M3 wires:
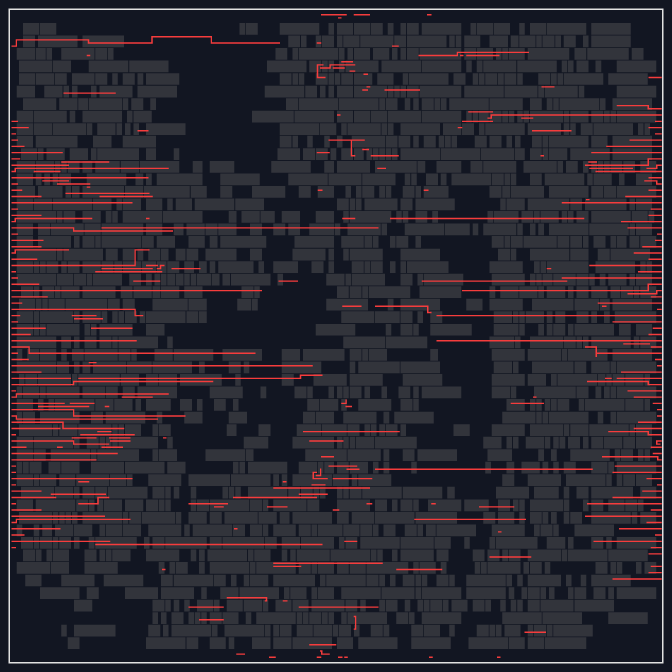
Congestion heat map:
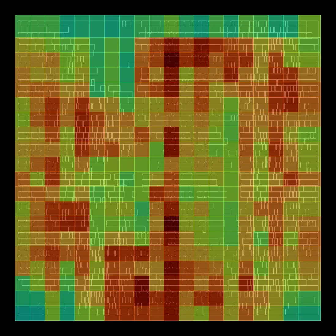
Signal wires on met1:
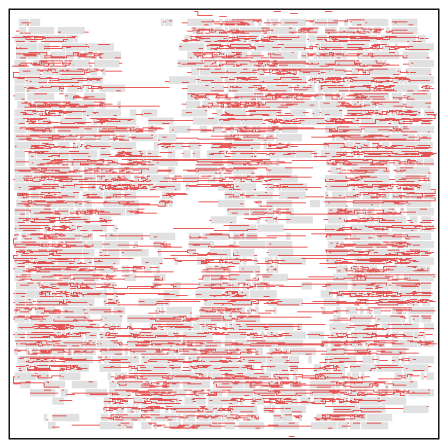
Metal 2:
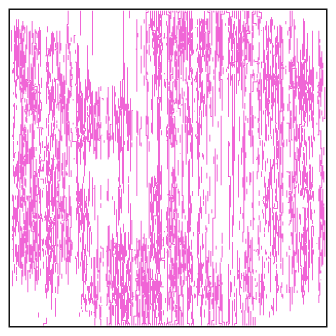
Met4 routing:
Scale bar: 50 um.
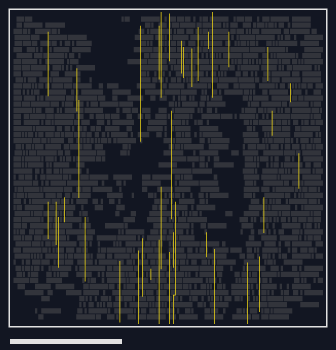
==> config.mk <==
export PLATFORM = sky130hd
export DESIGN_NAME = ysyx_22041412_icache
export DESIGN_NICKNAME = d
export VERILOG_FILES = /design/src/rtl/ysyx_22041412_icache.sv
export SDC_FILE = /design/constraint.sdc
export NUM_CORES = 1
export LEC_CHECK = 0
export CAP_MARGIN = 20
export CORE_UTILIZATION = 50
export CTS_BUF_LIST = sky130_fd_sc_hd__clkbuf_4 sky130_fd_sc_hd__clkbuf_8 sky130_fd_sc_hd__clkbuf_16
export DETAILED_ROUTE_END_ITERATION = 6
export DONT_BUFFER_PORTS = 1
export GPL_TIMING_DRIVEN = 0
export HOLD_SLACK_MARGIN = 0.15
export PLACE_DENSITY = 0.78
export SLEW_MARGIN = 25
export SYNTH_ARGS = -nofsm -noshare
export SYNTH_HDL_FRONTEND = slang
export SYNTH_SLANG_ARGS = --single-unit
==> constraint.sdc <==
create_clock -name clk -period 1.6 [get_ports clk]
set_clock_uncertainty 0.2 [all_clocks]
set_input_delay 0.24 -clock clk [delete_from_list [all_inputs] [get_ports clk]]
set_output_delay 0.24 -clock clk [all_outputs]
set_load 0.1 [all_outputs]
==> job_summary.md <==
### Flow metrics

| Metric | Value |
|---|---|
| Synth mux share | 0.001029 |
| WL met2 | 15.80 mm |
| Slew Limit Fails | 0 |
| Worst EP arrival | 2.01 ns |
| Peak VDD IR | 0.9498 mV |
| CP Launch Type | flop |
| Share of layout cells above drive strength 1 | 0.3215 |
| Yosys reg bits | 254 |
| Top logic family | simple AND/OR/NAND/NOR gates |
| Top cell excl fill/tap | nand2_1 |
| Clk pwr share | 0.447 |
| Failing checks | setup timing |
| Crit share post-route | 1.108 |
| Initial DRC Count | 272 |
| Final net count | 1411 |
| Met1 Routed Length | 11.52 mm |
| Synth Area in XOR/XNOR | 0.0009008 |
| Max stage delay on crit path | 0.35 ns |
| Dpl cell area | 10060 sq um |
| Yosys stat area | 9723 sq um |
| Yosys warns | 0 |
| Final Hold Fails | 0 |
| Clk_lat worst skew | 0.53 ns |
| Worst Tran Pin Value | 0.7753 ns |
| Initial antenna violation count | 2 |
| Run status | finished, violations left |
| DRC viols | 0 |
| Largest net degree at the start of global routing | 14 |
| Post-synth ARST share | 0 |
| HPWL after detailed placement | 16.96 mm |
| Reg2reg path depth | 7 |
| Total power | 13.50 mW |
| Top cells by count | nand2_1, dfxtp_1, a21boi_1 |
| Number of H-tree levels | 1 |
| Num CTS Buffers | 27 |
| Ports | 265 |
| CP Buf/Inv Count | 3 |
| Most numerous logic cells after layout | nand2_1, a21boi_1, dfxtp_4 |
| Post-synth EDFFs | 0 |
| Core Area | 18890 sq um |
| Ys flop type | dfxtp_1 |
| Syn Std Cell Area | between 9000 and 10000 sq um |
| Top achievable clock speed | 563.9 MHz |
| Max Cap Viol | 0 |
| First-pass GRT wire length | 41.13 mm |
| Max reg flops | 128 |
| Sw power | 3.285 mW |
| Port Buffers | 0 |
| Dominant cell type by area after synthesis | dfxtp_1 |
| Die area | 20010 sq um |
| Yosys cell count | 1134 |
| Clock Path Buffers | 3 |
| Post-synth seq share | 0.5230 |
| Net Sw Frac | 0.2433 |
| Reg power frac | 0.472 |
| TritonCTS clock tree | done |
| Crit Path Category | reg -> reg |
| Top routing layer used | met4 |
| WL met3 | between 2 and 3 mm |
| Adder share | 0 |
| Number of cells on the critical path | 7 |
| Drt wl/cell | 19.42 um |
| R2r setup slk | -0.17 ns |
| CTS root buf | clkbuf_16 |
| Reg clk slew, reported paths | 0.06 ns |
| CTS sink count | 254 |
| Total tool warning count | 34 |
| AO/OA Area Share | 0.2058 |
| Vias in the first global route | 8133 |
| Row count | ~50 |
| Synthesized area per cell | around 8.6 sq um |
| Crit. End Element | flop |
| GP Congestion | 0.7761 |
| Register area | 5688 sq um |
| Setup ws final | -0.1732 ns |
| Post-Synth Simple-Gate Area | 0.2109 |
| Final ANT Viol Nets | 0 |
| Drt first pass iters | 5 |
| Die X-Extent | 141.5 um |
| Grt total ovfl | 0 |
| Floorplan utilization | 0.5146 |
| Max-area cell share | 0.5230 |
| Endpoints failing setup | 238 |
| Slew margin rel. | 0.4831 |
| Largest cells by area | dfxtp_1, nand2_1, a21boi_1, a21boi_0, buf_6 |
| Via-to-Cell Ratio | approximately 5.4 |
| Hold Path Depth | 2 |
| Crit-path slowest cell | dfxtp_4 |
| LEAKAGE | between 5 and 6 nW |
| Fillcell total | 1257 |
| Synth cell types | 36 |
| Worst-path cell chain | buf_8 -> nor3b_4 -> and2_4 -> clkbuf_16 -> clkbuf_16 -> nand2_1 -> a21boi_1 |
| Most common cell on crit path | clkbuf_16 |
| Worst Hold Class | in -> reg |
| RSZ-0062 raised after global routing | yes |
| Pwr dens | 966.9 nW/um^2 |
| Die Y-Extent | roughly 140 um |
| CP required | 1.84 ns |
| Gate Area | 4619 sq um |
| Comb pwr share | 0.081 |
| Tmin final | 1.773 ns |
| Crit path max fanout | 6 |
| Cell with the most instances after synthesis | nand2_1 |
| Final instance area | 13960 sq um |
| Post-route setup TNS | -19.21 ns |
| CP top delay family | simple AND/OR/NAND/NOR gates |
| Synth-to-Final Area Change | 43.60% |
| Post-Synthesis Cells | about 1100 |
| Cell-internal power | 10.21 mW |
-- 'M3 wires' (at the start) --
longest straight run: 65.1 um
wire length on this layer: 2580 um
Vias: 8552
met3 Track Usage GR: 0.08235

-- 'congestion heat map' (at the start) --
Global Route Usage Sum: 0.2598
grt met2 use: 0.4627
Core Util, Final: 0.7390
Top Usage Layer GRT: met2
GR Util met1: 0.2881

-- 'signal wires on met1' (at the start) --
longest straight run: 46.9 um
main direction: horizontal
share of all routed wire: 37%
nets with wire on the layer: 1324
Routed WL: 30.83 mm

-- 'metal 2' (at the start) --
main direction: vertical
wire length on this layer: 15800 um
share of all routed wire: 51%
longest straight run: 69.5 um
nets with wire on the layer: 1213

-- 'met4 routing' (at the start) --
nets with wire on the layer: 30
wire length on this layer: 930 um

-- worst register-to-register path: stages (launching register included) --
cell and delay (ns):
dfxtp_4 0.35, buf_8 0.13, nor3b_4 0.21, and2_4 0.25, clkbuf_16 0.19, clkbuf_16 0.15
nand2_1 0.06, a21boi_1 0.14
-- repair_timing --
item | CTS | global route
setup endpoints to repair | 395 | 254
setup buffers | 2 | 22
hold buffers | 96 | 2
endpoints found under the hold margin | 167 | 6
cloned | 0 | 21
pin swaps | 1 | 81
gates resized | 334 | 239
-- power by group through the flow --
| stage | logic, mW | clock network [mW] | registers [mW] |
|---|---|---|---|
| 3_5_place_dp | 0.571 | 0 | 6.74 |
| 6_report | 1.10 | 6.03 | 6.37 |
| 2_1_floorplan | 0.450 | 0 | 6.73 |
| 3_3_place_gp | 0.561 | 0 | 6.74 |
| 5_1_grt | 1.16 | 6.36 | 6.38 |
| 4_1_cts | 0.817 | 6.07 | 6.36 |
-- final cells by class --
cell class	count	area share
sequential	254	0.4074
tap	260	0.02330
inverter	1	0.0002688
clock inverter	5	0.002599
multi-input combinational	794	0.3309
clock buffer	40	0.05852
buffer	88	0.05466
antenna	3	0.0005377
timing repair buffer	143	0.1219
-- logic make-up after synthesis --
kind of cell | count (synthesis)
AND-OR/OR-AND | 263
XOR/XNOR | 1
buffers and inverters | 89
flip-flops | 254
multiplexers | 1
other | 1
AND/OR/NAND/NOR | 525
-- stage by stage --
stage | hold slack (ns) | instances | setup WS, ns
3_3_place_gp | 0.1760 | 1397 | -0.4349
4_1_cts | -0.3547 | 1540 | -0.1519
5_1_grt | 0.03649 | 1587 | -0.2311
3_5_place_dp | 0.1809 | 1397 | -0.4703
6_report | 0.02995 | 1588 | -0.1732
2_1_floorplan | 0.1748 | 1137 | 0.05121
No activity file was given, so power comes from the tool's default toggle rates.
